==> images/final_clocks.png <==
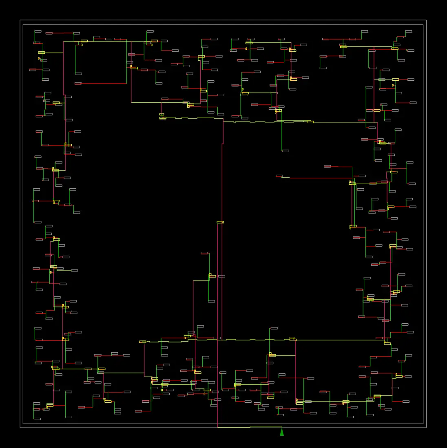
==> images/clock_map.png <==
Bar = 200 um.
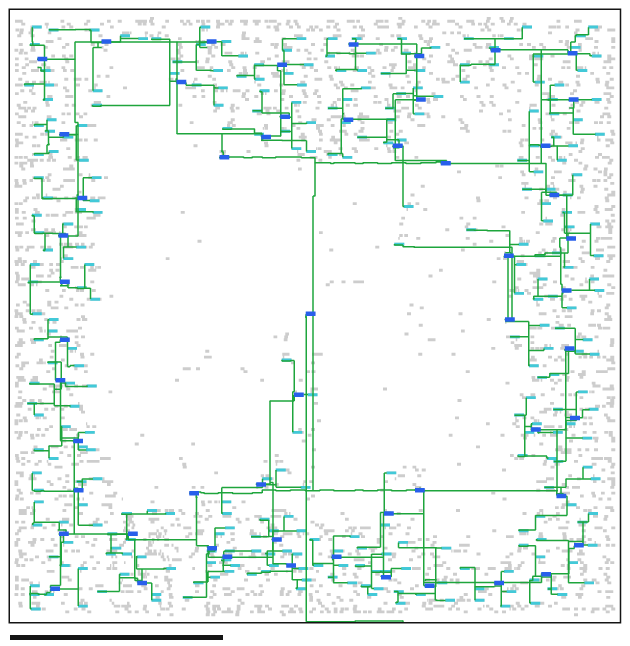
==> images/pins.png <==
Pins as bars across the die edge, other pins in gray.
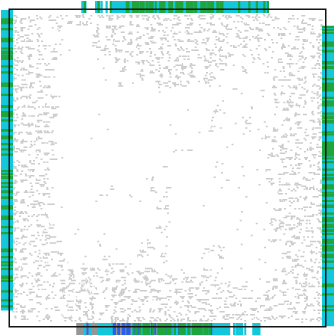
File: src/rtl/classifier_arbiter_pkg.sv
// classifier_arbiter_pkg: FSM states and config address codes shared by the classifier arbiter
package classifier_arbiter_pkg;
  typedef enum logic [2:0] {IDLE, CFG, ISSUE, WAIT, RESP} state_t;
  localparam logic [1:0] CFG_CUTOFF_FREQ   = 2'd0;
  localparam logic [1:0] CFG_CUTOFF_MAG    = 2'd1;
  localparam logic [1:0] CFG_SAMPLING_FREQ = 2'd2;
  localparam logic [1:0] CFG_INVALID       = 2'd3;
endpackage

File: src/rtl/classifier_rr_arbiter.sv
// classifier_rr_arbiter: round-robin pick of the first request at or after the pointer
module classifier_rr_arbiter #(
  parameter int N_CHANNELS = 4,
  localparam int CH_W = (N_CHANNELS > 1) ? $clog2(N_CHANNELS) : 1
) (
  input  logic [N_CHANNELS-1:0] req,
  input  logic [CH_W-1:0]       ptr,
  output logic [N_CHANNELS-1:0] gnt,
  output logic [CH_W-1:0]       idx,
  output logic                  any
);
  assign any = |req;
  assign gnt = any ? N_CHANNELS'(1) << idx : '0;
  // scan farthest offset first so the nearest request at or after ptr wins
  always_comb begin
    idx = '0;
    for (int i = N_CHANNELS - 1; i >= 0; i--)
      if (req[CH_W'((int'(ptr) + i) % N_CHANNELS)]) idx = CH_W'((int'(ptr) + i) % N_CHANNELS);
  end
endmodule

File: src/rtl/classifier_arbiter.sv
// classifier_arbiter: shares one classifier among N_CHANNELS frame producers and
// serialises config writes onto the classifier's config ports between frames
module classifier_arbiter
  import classifier_arbiter_pkg::*;
#(
  parameter int BIT_WIDTH  = 32,
  parameter int N_SAMPLES  = 8,
  parameter int N_CHANNELS = 4,
  localparam int CH_W = (N_CHANNELS > 1) ? $clog2(N_CHANNELS) : 1
) (
  input  logic                  clk,
  input  logic                  reset,
  input  logic [N_CHANNELS-1:0] req_val,
  output logic [N_CHANNELS-1:0] req_rdy,
  input  logic [BIT_WIDTH-1:0]  req_msg [N_CHANNELS][N_SAMPLES],
  output logic [N_CHANNELS-1:0] resp_val,
  input  logic [N_CHANNELS-1:0] resp_rdy,
  output logic [N_CHANNELS-1:0] resp_msg,
  input  logic                  cfg_val,
  output logic                  cfg_rdy,
  input  logic [1:0]            cfg_addr,
  input  logic [BIT_WIDTH-1:0]  cfg_data,
  output logic                  cls_recv_val,
  input  logic                  cls_recv_rdy,
  output logic [BIT_WIDTH-1:0]  cls_recv_msg [N_SAMPLES],
  output logic                  cls_cutoff_freq_val,
  input  logic                  cls_cutoff_freq_rdy,
  output logic [BIT_WIDTH-1:0]  cls_cutoff_freq_msg,
  output logic                  cls_cutoff_mag_val,
  input  logic                  cls_cutoff_mag_rdy,
  output logic [BIT_WIDTH-1:0]  cls_cutoff_mag_msg,
  output logic                  cls_sampling_freq_val,
  input  logic                  cls_sampling_freq_rdy,
  output logic [BIT_WIDTH-1:0]  cls_sampling_freq_msg,
  input  logic                  cls_send_val,
  output logic                  cls_send_rdy,
  input  logic                  cls_send_msg,
  output logic [CH_W-1:0]       owner,
  output logic                  busy,
  output logic                  cfg_err
);
  state_t state, state_nx;
  logic [CH_W-1:0] ptr, g_idx;
  logic [N_CHANNELS-1:0] g_onehot;
  logic any_req, cfg_go, req_go, cfg_prio, result, port_rdy;
  logic [1:0] addr_q;
  logic [BIT_WIDTH-1:0] data_q;
  logic [BIT_WIDTH-1:0] frame [N_SAMPLES];

  classifier_rr_arbiter #(.N_CHANNELS(N_CHANNELS)) u_rr (
    .req(req_val),
    .ptr(ptr),
    .gnt(g_onehot),
    .idx(g_idx),
    .any(any_req)
  );

  // handshake rdys are combinational, so they are gated by reset to stay low while it is held
  assign cfg_go  = reset && state == IDLE && cfg_val && (cfg_prio || !any_req);
  assign req_go  = reset && state == IDLE && !cfg_go && any_req;
  assign cfg_rdy = cfg_go;
  assign req_rdy = req_go ? g_onehot : '0;

  assign port_rdy = addr_q == CFG_CUTOFF_FREQ   ? cls_cutoff_freq_rdy :
                    addr_q == CFG_CUTOFF_MAG    ? cls_cutoff_mag_rdy :
                    addr_q == CFG_SAMPLING_FREQ ? cls_sampling_freq_rdy : 1'b1;

  assign cls_cutoff_freq_val   = state == CFG && addr_q == CFG_CUTOFF_FREQ;
  assign cls_cutoff_mag_val    = state == CFG && addr_q == CFG_CUTOFF_MAG;
  assign cls_sampling_freq_val = state == CFG && addr_q == CFG_SAMPLING_FREQ;
  assign cls_cutoff_freq_msg   = data_q;
  assign cls_cutoff_mag_msg    = data_q;
  assign cls_sampling_freq_msg = data_q;
  assign cls_recv_val = state == ISSUE;
  assign cls_recv_msg = frame;
  assign cls_send_rdy = state == WAIT;
  assign resp_val = state == RESP ? N_CHANNELS'(1) << owner : '0;
  assign resp_msg = result ? resp_val : '0;
  assign busy = state != IDLE;

  always_comb begin
    state_nx = state;
    case (state)
      IDLE:    state_nx = cfg_go ? CFG : req_go ? ISSUE : IDLE;
      CFG:     state_nx = port_rdy ? IDLE : CFG;
      ISSUE:   state_nx = cls_recv_rdy ? WAIT : ISSUE;
      WAIT:    state_nx = cls_send_val ? RESP : WAIT;
      RESP:    state_nx = resp_rdy[owner] ? IDLE : RESP;
      default: state_nx = IDLE;
    endcase
  end

  always_ff @(posedge clk or negedge reset) begin
    if (!reset) begin
      state    <= IDLE;
      ptr      <= '0;
      owner    <= '0;
      cfg_prio <= 1'b1;
      cfg_err  <= 1'b0;
      result   <= 1'b0;
      addr_q   <= '0;
      data_q   <= '0;
      for (int s = 0; s < N_SAMPLES; s++) frame[s] <= '0;
    end else begin
      state <= state_nx;
      if (cfg_go) begin
        addr_q   <= cfg_addr;
        data_q   <= cfg_data;
        cfg_prio <= 1'b0;
        cfg_err  <= cfg_err | (cfg_addr == CFG_INVALID);
      end
      if (req_go) begin
        for (int s = 0; s < N_SAMPLES; s++) frame[s] <= req_msg[g_idx][s];
        owner    <= g_idx;
        cfg_prio <= 1'b1;
      end
      if (state == WAIT && cls_send_val) result <= cls_send_msg;
      if (state == RESP && resp_rdy[owner]) ptr <= owner == CH_W'(N_CHANNELS - 1) ? '0 : owner + 1'b1;
    end
  end
endmodule

File: config.mk
export PLATFORM = sky130hd
export DESIGN_NAME = classifier_arbiter
export DESIGN_NICKNAME = d
export VERILOG_FILES = /design/src/rtl/classifier_arbiter_pkg.sv /design/src/rtl/classifier_rr_arbiter.sv /design/src/rtl/classifier_arbiter.sv
export SDC_FILE = /design/constraint.sdc
export NUM_CORES = 1
export LEC_CHECK = 0
export CAP_MARGIN = 20
export CORE_AREA = 4 4 569 571
export CTS_BUF_LIST = sky130_fd_sc_hd__clkbuf_16
export DETAILED_ROUTE_END_ITERATION = 8
export DIE_AREA = 0 0 573 575
export GPL_TIMING_DRIVEN = 0
export PLACE_DENSITY_LB_ADDON = 0.08
export REMOVE_ABC_BUFFERS = 1
export SETUP_SLACK_MARGIN = 0.5
export SKIP_CTS_REPAIR_TIMING = 1
export SLEW_MARGIN = 15
export SYNTH_ARGS = -nofsm -noshare
export SYNTH_HDL_FRONTEND = slang
export SYNTH_SLANG_ARGS = --single-unit
File: constraint.sdc
create_clock -name clk -period 5.2 [get_ports clk]
set_clock_uncertainty 0.1 [all_clocks]
set_input_delay 1.56 -clock clk [delete_from_list [all_inputs] [get_ports clk]]
set_output_delay 1.56 -clock clk [all_outputs]
set_load 0.02 [all_outputs]
==> results.txt <==
The flow run is done. Overall via count from detail_route landed at 20.61k. Number of placed instances with taps included landed at 7110. Of the total synthesized cell area, the portion taken by full adders, half adders and majority gates is 0.002755. In the global route stage, met2 resource usage came out at 0.2137. The top cell types in the final layout, fill and taps aside, are sky130_fd_sc_hd__clkdlybuf4s50_1 (1438), sky130_fd_sc_hd__mux2i_1 (510), sky130_fd_sc_hd__dfrtp_1 (299), sky130_fd_sc_hd__nand2_1 (263), sky130_fd_sc_hd__o221ai_1 (257). After floorplanning, the core was divided into 207 placement rows. The stage logs contain a warning count of 28.

Number of H-tree levels landed at 2. After detailed routing, no signal wire sits above met5. The count of cells in the finished layout, fillers not included, comes to 7257. The script parses the final routing iteration and logs DRC violations as 0. Among the non-sequential cells, multiplexers take the most area. In the final design database the tool counted 4079 nets.

Post-synthesis compound-gate area fraction landed at 0.1302. Iteration tally of the first detailed-router pass landed at 4. CTS placed an instance of sky130_fd_sc_hd__clkbuf_16 at the clock tree root. Met1 global-route usage landed at 0.1350. The initial antenna violation count came to 233.

Routability congestion estimate from global placement landed at 0.7743. Arrival time at the worst endpoint landed at 2960 ps. Internal reg-to-reg setup slack landed at 1710 ps. For this block, the initial DRC count from the detailed router was 958. Leakage power landed at 0.01614 uW.

Power attributed to combinational cells is 11300 uW. The run finished with clean final reports. Power density normalized to cell area landed at 484.4 nW/um2. The pin closest to its max-slew limit shows a slew of 839.1 ps. Setup repair after global routing left no endpoint under its margin.

Summing internal, switching and leakage power gives 19090 uW. In the post-synthesis netlist, the cell with the most instances is sky130_fd_sc_hd__mux2i_1. Routed length per instance landed at 29.21 um.

Looking at the reg2reg group, the worst path starts from state[1]. The dominant power group in this design is combinational logic. Design internal power landed at 10460 uW. The share of total power dissipated in combinational logic is 0.592.

Delay of the slowest critical-path stage landed at 370 ps. Final count of hold timing violations landed at 0. Per the synth stats, the proportion of register bits with asynchronous set or reset is 1.000. By area the synthesized netlist is led by sky130_fd_sc_hd__dfrtp_1 (41%), sky130_fd_sc_hd__mux2i_1 (28%), sky130_fd_sc_hd__o221ai_1 (12%). Layout filler cell count landed at 36.04k. The HPWL after detailed placement is 179400 um. Clock-pin slew of the registers on the worst-case setup and hold paths landed at 60 ps. Final tally of setup violations landed at 0. Number of cell instances on the worst register-to-register path landed at 9. Total track usage landed at 0.1222.

In this run the tightest slew margin relative to its limit is 0.4394. After synthesis, the design contains 1645 cells according to Yosys. In the final layout, the share of cells above drive strength 1 is 0.05062. Ratio of final minimum period to clock period landed at 0.8888. STA shows the worst min-delay path finishing at cfg_err. The tool flagged a number of max-cap violations equal to 0. Sequential power share landed at 0.223.

The worst setup path is launched from a primary input. The area recorded from the Yosys report for this design is 18170 um2. TritonCTS built the clock tree. Synthesized-area fraction occupied by xor and xnor cells landed at 0. Initial core utilization landed at 0.05717. Counting every sink on the clock net gives 300.

Wire length of the first global-routing pass landed at 262900 um. Area share of the leading cell type in the synthesized netlist landed at 0.4118. For reference, the most critical setup path is categorized as in -> out. In this run the most critical hold path is launched from cfg_err. Number of warning messages in the yosys log landed at 0. Number of flops mapped to enable cells by yosys landed at 0. Per the detailed-route log, wirelength across all metal layers totals 212000 um. Total routed wire length on the met1 layer landed at 80020 um. In this run the power spent charging and discharging nets is 8636 uW. The slowest stage of the critical path is the sky130_fd_sc_hd__a211oi_4 cell. The flow measured a signed area growth from synthesis to layout of 116.9%. Total die area landed at 329500 um2.

The endpoint identified for the worst register-to-register timing path is cls_recv_msg[208]. Portion of the post-synthesis area used by sequential elements landed at 0.4133. Minimum clock period after layout landed at 4622 ps.

Of the total power, the clock network draws 0.185. Clock network power landed at 3530 uW. The cell sequence reported for the critical path is buf_16, buf_16, nand2_2, a211oi_4, nand2_2, nor2_1, buf_4. Tally of nets with antenna violations remaining after routing landed at 0. Reported sequential group power landed at 4260 uW.

Core region area landed at 317800 um2. The routed design uses 103400 um of met2 wire. Length of routed met3 wiring landed at 23960 um.

Switching power as a fraction of the total was reported as 0.4524. Post-synth design cell area landed at 18170 um2. After global routing the overflow that remains totals 0.

Synthesized flop and latch total landed at 300. Global route summary, busiest routing layer listed as met2. The longest clock path from root to sink contains 3 buffers.

By count the netlist is led by sky130_fd_sc_hd__mux2i_1 (512), sky130_fd_sc_hd__dfrtp_1 (299), sky130_fd_sc_hd__nand2_1 (267). Number of instances in the synthesized netlist landed at 1645. The via count of the first global-routing pass came to 21.78k.

Maximum fanout encountered on the critical timing path landed at 18. Averaged over all synthesized cells, the footprint is 11.04 um2. Via density per instance landed at 2.840. Maximum clock frequency landed at 216.4 MHz. Multiplexer fraction of the synthesized cell area landed at 0.3062. Count of unique library cells instantiated by Yosys landed at 37. The path class of the tightest hold or removal check is reg -> reg. Number of slew-limit violations in the final report landed at 0. STA classifies the critical path endpoint as an output pin. Entering global routing, the biggest net connects 71 pins. I/O pin count landed at 1449. Counting only logic cells after layout, the most numerous master is sky130_fd_sc_hd__clkdlybuf4s50_1. In the hold timing report, the worst path depth is 1.

Among all flip-flop cells after synthesis, the most frequent one is sky130_fd_sc_hd__dfrtp_1. The cell type that accounts for the most area after synthesis is sky130_fd_sc_hd__dfrtp_1. In this run, the synthesized area fraction spent on and/or/nand/nor cells is recorded as 0.06694. The critical path endpoint has a required time of 3540 ps.

VDD sags by at most 228.0 uV. Met3 track utilization from global routing landed at 0.06094.
Back to the opening pictures, final_clocks.png:
CTS Buf Count: 55
clock tree buffer count of the final layout: 55
insertion delay of the later-clocked pin in the worst-skew pair: 700 ps
number of sequential cells: 300

Back to the opening pictures, clock_map.png:
flip-flops: marked cyan, count 300. clock wires: marked green, length 10800 um. cells driving clock nets: marked blue, count 55.
Position of the flops: spread over the die. There are 56 routed clock nets.

Back to the opening pictures, pins.png:
cls_cutoff_freq_msg: marked blue, pins 32, direction output, edge bottom. cls_recv_msg: marked green, pins 256, direction output, edge 82 right, 65 top, 62 left, 47 bottom. cls_recv_rdy: marked purple, pins 1, direction input, edge bottom. req_msg: marked cyan, pins 1024, direction input, edge 333 left, 318 right, 263 top, 110 bottom.
die span in y: 575 um
count of port buffers added during placement: 1448
Die Width: 573 um

through the flow:
step	hold slack, ps	worst slack, ps	setup TNS [ps]	area [um2]	utilization
2_1_floorplan	374.0	-14800	-3797170	16730	-
3_3_place_gp	369.8	-37100	-	36450	0.1147
3_5_place_dp	369.6	-950.9	-10340	37560	0.1182
4_1_cts	383.4	-952.3	-3991	39140	0.1232
5_1_grt	391.1	479.5	0	39350	0.1238
6_report	377.9	578.4	0	39410	0.1240
registers in the layout (all words and copies together), names as in the netlist:
register / cells
cls_recv_msg: 256
ptr: 2
cfg_err: 1
cfg_prio: 1
owner: 2
cls_cutoff_freq_msg: 32
result: 1
addr_q: 2
state: 3
critical path: cells and delay by family:
| kind | cells | cell delay (ps) |
|---|---|---|
| simple gates | 3 | 400 |
| compound gates | 1 | 370 |
| buf+inv | 3 | 560 |
layout make-up:
| cell class | count | area [um2] | area share |
|---|---|---|---|
| timing repair buffer | 1506 | 15720 | 0.3988 |
| multi-input combinational | 1131 | 9261 | 0.2350 |
| sequential | 300 | 7508 | 0.1905 |
| tap | 4180 | 5230 | 0.1327 |
| clock buffer | 55 | 1376 | 0.03492 |
| clock inverter | 44 | 207.7 | 0.005270 |
| antenna | 35 | 87.58 | 0.002222 |
| inverter | 6 | 22.52 | 0.0005714 |
worst max-delay path by stage:
stage / start / to / cells after the start
after floorplan: req_val[0] / cls_recv_msg[0] / 5
after global placement: req_val[0] / cls_recv_msg[235] / 6
after detailed placement: reset / req_rdy[1] / 7
after CTS: reset / req_rdy[1] / 7
after global routing: reset / req_rdy[1] / 7
final: reset / req_rdy[1] / 7
No activity file was given, so power comes from the tool's default toggle rates.
